Figure 1. Register map, names as in the netlist.
Scale: 1.5 px per um. Other sequential cells in the stronger gray, the rest of the logic in the fainter gray.
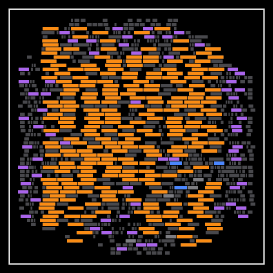
Figure 2. Selected gate families.
Scale: 2 px per um.
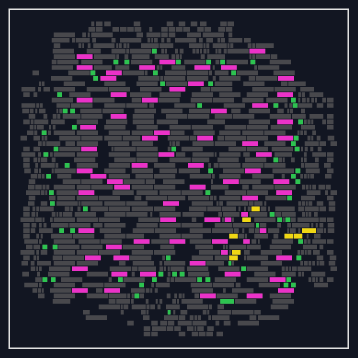
Figure 3. The clock network.
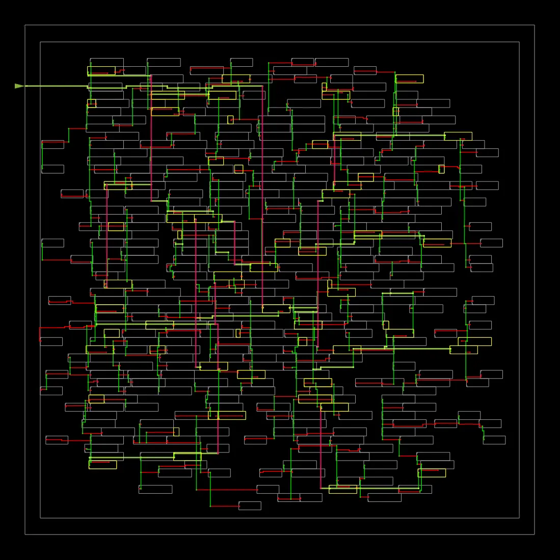
**config.mk**
```make
export PLATFORM = sky130hd
export DESIGN_NAME = sync_data_fifo_flat
export DESIGN_NICKNAME = d
export VERILOG_FILES = /design/src/rtl/sync_data_fifo_pkg.sv /design/src/rtl/sync_data_fifo_if.sv /design/src/rtl/sync_data_fifo_ptr_ctrl.sv /design/src/rtl/sync_data_fifo.sv /design/src/flat_wrapper.sv
export SDC_FILE = /design/constraint.sdc
export NUM_CORES = 1
export LEC_CHECK = 0
export CORE_MARGIN = 5
export CORE_UTILIZATION = 52
export DETAILED_ROUTE_END_ITERATION = 6
export HOLD_SLACK_MARGIN = 0.08
export PLACE_DENSITY = 0.73
export SYNTH_ARGS = -nofsm -noshare
export SYNTH_HDL_FRONTEND = slang
export SYNTH_SLANG_ARGS = --single-unit
```
**constraint.sdc**
```tcl
create_clock -name clk -period 7.7 [get_ports clk]
set_input_delay 1.54 -clock clk [delete_from_list [all_inputs] [get_ports clk]]
set_output_delay 1.54 -clock clk [all_outputs]
set_load 0.05 [all_outputs]
```
**src/rtl/sync_data_fifo_pkg.sv**
```systemverilog
// ---------------------------------------------------------------------------
// fifo_pkg
//   Shared helpers for the synchronous data FIFO.
//   - fifo_ptr_t : wide container for read/write pointers. Callers zero-extend
//                  their CW-bit pointers into it, so one set of helpers works
//                  for any depth.
//   - is_pow2()  : elaboration-time depth legality check.
//   - ptr_empty(): pointers identical, including the wrap bit.
//   - ptr_full() : wrap bits differ and the index bits match.
// ---------------------------------------------------------------------------
package fifo_pkg;

  localparam int PTR_MAX_W = 32;

  typedef logic [PTR_MAX_W-1:0] fifo_ptr_t;

  function automatic bit is_pow2(input int v);
    return (v >= 2) && ((v & (v - 1)) == 0);
  endfunction

  function automatic logic ptr_empty(input fifo_ptr_t wr, input fifo_ptr_t rd);
    return wr == rd;
  endfunction

  // aw is the number of index bits; bit aw of each pointer is the wrap bit.
  function automatic logic ptr_full(input fifo_ptr_t wr, input fifo_ptr_t rd,
                                    input int aw);
    fifo_ptr_t diff;
    fifo_ptr_t low_mask;
    fifo_ptr_t wrap_mask;
    diff      = wr ^ rd;
    wrap_mask = fifo_ptr_t'(1) << aw;
    low_mask  = wrap_mask - fifo_ptr_t'(1);
    return ((diff & low_mask) == '0) && ((diff & wrap_mask) != '0);
  endfunction

endpackage

```
**src/rtl/sync_data_fifo_if.sv**
```systemverilog
// ---------------------------------------------------------------------------
// sync_data_fifo_if
//   Write/read handshake bundle for sync_data_fifo.
//   master : producer/consumer side (drives wdata, winc, rinc, jump)
//   slave  : FIFO side (drives status flags, count and rdata)
//   Ports of the bundle:
//     wdata/winc           write data and request
//     wfull/will_full      full, exactly one free slot
//     almost_full          count >= almost-full threshold
//     rdata/rinc/rempty    read data, pop request, empty
//     jump                 flush all contents
//     count                occupancy 0..DEPTH
//     overflow/underflow   sticky rejected-request flags
// ---------------------------------------------------------------------------
interface sync_data_fifo_if #(
  parameter int DATA_WIDTH = 64,
  parameter int DEPTH      = 4
);
  localparam int CW = $clog2(DEPTH) + 1;

  logic [DATA_WIDTH-1:0] wdata;
  logic                  winc;
  logic                  wfull;
  logic                  will_full;
  logic                  almost_full;
  logic [DATA_WIDTH-1:0] rdata;
  logic                  rinc;
  logic                  rempty;
  logic                  jump;
  logic [CW-1:0]         count;
  logic                  overflow;
  logic                  underflow;

  modport master (
    output wdata, winc, rinc, jump,
    input  wfull, will_full, almost_full, rdata, rempty, count,
           overflow, underflow
  );

  modport slave (
    input  wdata, winc, rinc, jump,
    output wfull, will_full, almost_full, rdata, rempty, count,
           overflow, underflow
  );
endinterface

```
**src/rtl/sync_data_fifo_ptr_ctrl.sv**
```systemverilog
// ---------------------------------------------------------------------------
// fifo_ptr_ctrl
//   Pointer registers, accept logic, status flags, occupancy and sticky
//   error flags for sync_data_fifo.
//   Inputs : clk, rst, winc, rinc, jump
//   Outputs: wr_addr/rd_addr (memory indices), wr_en/rd_en (accepted ops),
//            full, empty, will_full, almost_full, count, overflow, underflow
//   All status outputs are decoded from the registered pointers only, so there
//   is no combinational path from winc/rinc to any flag.
// ---------------------------------------------------------------------------
module fifo_ptr_ctrl
  import fifo_pkg::*;
#(
  parameter int DEPTH     = 4,
  parameter int AF_THRESH = 3,
  parameter int AW        = $clog2(DEPTH),
  parameter int CW        = AW + 1
) (
  input  logic          clk,
  input  logic          rst,
  input  logic          winc,
  input  logic          rinc,
  input  logic          jump,
  output logic [AW-1:0] wr_addr,
  output logic [AW-1:0] rd_addr,
  output logic          wr_en,
  output logic          rd_en,
  output logic          full,
  output logic          empty,
  output logic          will_full,
  output logic          almost_full,
  output logic [CW-1:0] count,
  output logic          overflow,
  output logic          underflow
);

  logic [CW-1:0] wr_ptr_reg, wr_ptr_next;
  logic [CW-1:0] rd_ptr_reg, rd_ptr_next;
  logic          overflow_reg, overflow_next;
  logic          underflow_reg, underflow_next;

  always_comb begin
    full        = ptr_full(fifo_ptr_t'(wr_ptr_reg), fifo_ptr_t'(rd_ptr_reg), AW);
    empty       = ptr_empty(fifo_ptr_t'(wr_ptr_reg), fifo_ptr_t'(rd_ptr_reg));
    // Modular subtraction gives the occupancy across pointer wrap.
    count       = wr_ptr_reg - rd_ptr_reg;
    will_full   = (count == CW'(DEPTH - 1));
    almost_full = (count >= CW'(AF_THRESH));
    wr_addr     = wr_ptr_reg[AW-1:0];
    rd_addr     = rd_ptr_reg[AW-1:0];

    // Flags come from the start-of-cycle state, so full+W+R pops only and
    // empty+W+R pushes only.
    wr_en = winc && !full  && !jump;
    rd_en = rinc && !empty && !jump;

    wr_ptr_next    = wr_ptr_reg;
    rd_ptr_next    = rd_ptr_reg;
    overflow_next  = overflow_reg;
    underflow_next = underflow_reg;

    if (jump) begin
      // Flush drops same-cycle requests without flagging them.
      wr_ptr_next = '0;
      rd_ptr_next = '0;
    end else begin
      if (wr_en) wr_ptr_next = wr_ptr_reg + CW'(1);
      if (rd_en) rd_ptr_next = rd_ptr_reg + CW'(1);
      if (winc && full)  overflow_next  = 1'b1;
      if (rinc && empty) underflow_next = 1'b1;
    end
  end

  always_ff @(posedge clk) begin
    if (rst) begin
      wr_ptr_reg    <= '0;
      rd_ptr_reg    <= '0;
      overflow_reg  <= 1'b0;
      underflow_reg <= 1'b0;
    end else begin
      wr_ptr_reg    <= wr_ptr_next;
      rd_ptr_reg    <= rd_ptr_next;
      overflow_reg  <= overflow_next;
      underflow_reg <= underflow_next;
    end
  end

  assign overflow  = overflow_reg;
  assign underflow = underflow_reg;

endmodule

```
**src/rtl/sync_data_fifo.sv**
```systemverilog
// ---------------------------------------------------------------------------
// sync_data_fifo
//   Parametrised single-clock FIFO for pipeline buffering (instruction queue,
//   load/store data staging).
//   Ports:
//     clk  : clock, all logic on posedge
//     rst  : synchronous active-high reset
//     bus  : sync_data_fifo_if.slave (write/read handshake, flags, count,
//            flush, sticky overflow/underflow)
//   Parameters: DATA_WIDTH, DEPTH (power of two >= 2), AF_THRESH
//   (1..DEPTH), FWFT (0 = rdata registered on pop, 1 = head shown directly).
//   Storage is not reset; only the pointers, flags and rdata register are.
// ---------------------------------------------------------------------------
module sync_data_fifo
  import fifo_pkg::*;
#(
  parameter int DATA_WIDTH = 64,
  parameter int DEPTH      = 4,
  parameter int AF_THRESH  = 3,
  parameter int FWFT       = 0
) (
  input  logic           clk,
  input  logic           rst,
  sync_data_fifo_if.slave bus
);

  localparam int AW = $clog2(DEPTH);
  localparam int CW = AW + 1;

  if (!is_pow2(DEPTH)) begin : g_bad_depth
    $error("sync_data_fifo: DEPTH must be a power of two >= 2");
  end
  if (AF_THRESH < 1 || AF_THRESH > DEPTH) begin : g_bad_af
    $error("sync_data_fifo: AF_THRESH must be within 1..DEPTH");
  end

  logic [AW-1:0] wr_addr;
  logic [AW-1:0] rd_addr;
  logic          wr_en;
  logic          rd_en;

  fifo_ptr_ctrl #(
    .DEPTH     (DEPTH),
    .AF_THRESH (AF_THRESH),
    .AW        (AW),
    .CW        (CW)
  ) u_ptr_ctrl (
    .clk         (clk),
    .rst         (rst),
    .winc        (bus.winc),
    .rinc        (bus.rinc),
    .jump        (bus.jump),
    .wr_addr     (wr_addr),
    .rd_addr     (rd_addr),
    .wr_en       (wr_en),
    .rd_en       (rd_en),
    .full        (bus.wfull),
    .empty       (bus.rempty),
    .will_full   (bus.will_full),
    .almost_full (bus.almost_full),
    .count       (bus.count),
    .overflow    (bus.overflow),
    .underflow   (bus.underflow)
  );

  logic [DATA_WIDTH-1:0] mem [DEPTH];

  always_ff @(posedge clk) begin
    if (wr_en) mem[wr_addr] <= bus.wdata;
  end

  if (FWFT != 0) begin : g_fwft
    // Head entry is visible whenever the FIFO is non-empty; rinc just pops.
    assign bus.rdata = mem[rd_addr];
  end else begin : g_reg_read
    // The popped entry lands in the register on the accepting edge; a write
    // into the same slot cannot coincide because that slot is not full-free.
    logic [DATA_WIDTH-1:0] rdata_reg;

    always_ff @(posedge clk) begin
      if (rst) begin
        rdata_reg <= '0;
      end else if (rd_en) begin
        rdata_reg <= mem[rd_addr];
      end
    end

    assign bus.rdata = rdata_reg;
  end

endmodule

```
**src/flat_wrapper.sv**
```systemverilog
// flat-port wrapper written by rule: the top's interface ports become plain ports
module sync_data_fifo_flat import fifo_pkg::*;
#(
  parameter int DATA_WIDTH = 64,
  parameter int DEPTH      = 4,
  parameter int AF_THRESH  = 3,
  parameter int FWFT       = 0
)
  (clk, rst, bus_wdata, bus_winc, bus_rinc, bus_jump, bus_wfull, bus_will_full, bus_almost_full, bus_rdata, bus_rempty, bus_count, bus_overflow, bus_underflow);
  sync_data_fifo_if #(.DATA_WIDTH(DATA_WIDTH), .DEPTH(DEPTH)) bus_i ();
  input  logic clk;
  input  logic rst;
  input wire logic [$bits(bus_i.wdata)-1:0] bus_wdata;
  input wire logic [$bits(bus_i.winc)-1:0] bus_winc;
  input wire logic [$bits(bus_i.rinc)-1:0] bus_rinc;
  input wire logic [$bits(bus_i.jump)-1:0] bus_jump;
  output wire logic [$bits(bus_i.wfull)-1:0] bus_wfull;
  output wire logic [$bits(bus_i.will_full)-1:0] bus_will_full;
  output wire logic [$bits(bus_i.almost_full)-1:0] bus_almost_full;
  output wire logic [$bits(bus_i.rdata)-1:0] bus_rdata;
  output wire logic [$bits(bus_i.rempty)-1:0] bus_rempty;
  output wire logic [$bits(bus_i.count)-1:0] bus_count;
  output wire logic [$bits(bus_i.overflow)-1:0] bus_overflow;
  output wire logic [$bits(bus_i.underflow)-1:0] bus_underflow;
  assign bus_i.wdata = bus_wdata;
  assign bus_i.winc = bus_winc;
  assign bus_i.rinc = bus_rinc;
  assign bus_i.jump = bus_jump;
  assign bus_wfull = bus_i.wfull;
  assign bus_will_full = bus_i.will_full;
  assign bus_almost_full = bus_i.almost_full;
  assign bus_rdata = bus_i.rdata;
  assign bus_rempty = bus_i.rempty;
  assign bus_count = bus_i.count;
  assign bus_overflow = bus_i.overflow;
  assign bus_underflow = bus_i.underflow;
  sync_data_fifo #(.DATA_WIDTH(DATA_WIDTH), .DEPTH(DEPTH), .AF_THRESH(AF_THRESH), .FWFT(FWFT)) u_core (.clk(clk), .rst(rst), .bus(bus_i));
endmodule
```
==> reports/results.ini <==
[logic_synthesis]
synth-seq-area-share_pct = 69.6
xor_share_pct = 0.258
ys_sh_mux_pct = 11.4
synth_nets = 914
synthArstFlopShare_pct = 0
synth_warnings = 0
ff_type = edfxtp_1
ys_sh_simple_pct = 11.0
yosys_area_um2 = 13100
yosysTopAreaCell = edfxtp_1
yosysUniqueCellTypes = 31
syn_area_um2 = 13100
top_cells_by_area = edfxtp_1 59%, dfxtp_1 11%, mux4_2 11%
adder_share_pct = 0.821
syn_area_per_cell_um2 = 15.7
compound_area_share_pct = 4.03
edf_count = 256
yosysMostFrequentCell = edfxtp_1

[layout]
clock_area_share_pct = 7.61
lay_top_cells = 256 x edfxtp_1, 140 x clkdlybuf4s50_1, 128 x nand3_1
largest_class = sequential cells
largest_register_ffs = 256
seq_area_um2 = 9140
nonClkBufAreaFrac_pct = 9.22
layout.non_clock_inverters = 9
logic_gates = 435
fin_area_um2 = 15900
fin_nets = 1035
drive_gt1_share_pct = 14.6
design.seq.count = 328
area_growth_pct = 21.3
antenna_cells = 1
fillerInstances = 1812
seq_share_pct = 57.4
nonClockBufferCount = 149

[detailed_routing]
via_per_inst = 5.87
met3_length_um = 2110
post-route-drc-count = 0
vias = 7709
firstDrtPassIters = 7
maxUsedRoutingLayer = met4
antenna_left = 0
met1_length_um = 12200

[clock_tree]
postCtsSetupBuffers = 0
cts_tree = done
clockRootBuffer = clkbuf_16
hold_buffers = 0
clk_latency_ps = 500
clk_pin_slew_ps = 60
numCtsBuffers = 35
ctsResizeCount = 0
cts_max_path_buffers = 3
htree_levels = 2

[worst_setup_path]
cp-startpoint = u_core.u_ptr_ctrl.rd_ptr_reg[1]
startpoint_type = flop
worstSetupEndpoint = bus_rempty
crit_fanout = 67
rr_endpoint = u_core.mem[2][13]
criticalPathCategory = reg -> out
cp_num_cells = 5
path_delay_family = buffers and inverters
critPathRequiredTime_ps = 6160
rrSetupSlack_ps = 3830
cp.arrival_ps = 3420
r2r_start = u_core.u_ptr_ctrl.rd_ptr_reg[1]
ff2ff_path_depth = 5
worstPathCellList = inv_1 > ha_1 > nand2_2 > nor2_1 > clkdlybuf4s50_1
cp_slowest_cell = dfxtp_4

[job]
warnings = 30
maxCapViolCount = 0

[global_routing]
use_met1_pct = 28.8
grt_pass1_wl_um = 45300
antenna_found_initial = 1
grt_usage_pct = 20.3
grt_busiest_layer = met2
grt_pass1_vias = 7961
grt-ovfl-total = 0
grt_use_met3_pct = 3.67

[placement]
port_buffers = 141
dp_cells = 1251
hpwl_um = 15600
gp_congestion = 0.714
dp_slack_ps = 3230

[floorplan]
initCoreUtil_pct = 52.4
coreArea_um2 = 25000
tap_cells = 330
die_x_um = 169
rows = 58
io_pins = 142
die_h_um = 169

[timing]
max-slew-margin-rel_pct = 15.1
skew_ps = 7.96
slew_viol_final = 0
finalClockPeriodUsage_pct = 64.4
setup-violations-final = 0
finalHoldViolCount = 0
rsz0062_at_grt = false
holdWs_ps = 444

[worst_hold_path]
hold_depth = 2
hold_start = u_core.u_ptr_ctrl.underflow
hold_path_end = u_core.u_ptr_ctrl.underflow
min_path_type = reg -> reg

[pwr]
power_frac_comb_pct = 6.7
maxPowerGroup = sequential cells
powerDensity_nw_per_um2 = 248
design_power_total_w = 0.00395
p_switching_w = 0.000840
leakagePower_nw = 5.25
pg_seq_w = 0.00196
pwr-share-clk_pct = 43.6
p_seq_share_pct = 49.6
p_comb_w = 0.000266
switching_share_pct = 21.3
power.internal_w = 0.00311

[run_status]
status = complete, no violations

Notes on Figure 1 above:
u_core.u_ptr_ctrl.rd_ptr_reg: shown in blue, placed flops 3. u_core.bus.rdata: shown in purple, placed flops 64, where spread over the die. u_core.mem: shown in orange, placed flops 256.

Notes on Figure 2 above:
adder and majority cells: shown in yellow, cells 8. inverting AOI/OAI gates: shown in green, cells 70, where spread over the die. multiplexers: shown in magenta, cells 69.
Post-Layout Cell Count: 1314
most numerous logic cell after layout: edfxtp_1
combinational share of cell area: 22.9%

Notes on Figure 3 above:
Clock Sinks: 328
Clock group: 0.00172 W

Power and IR drop assume default switching activity.
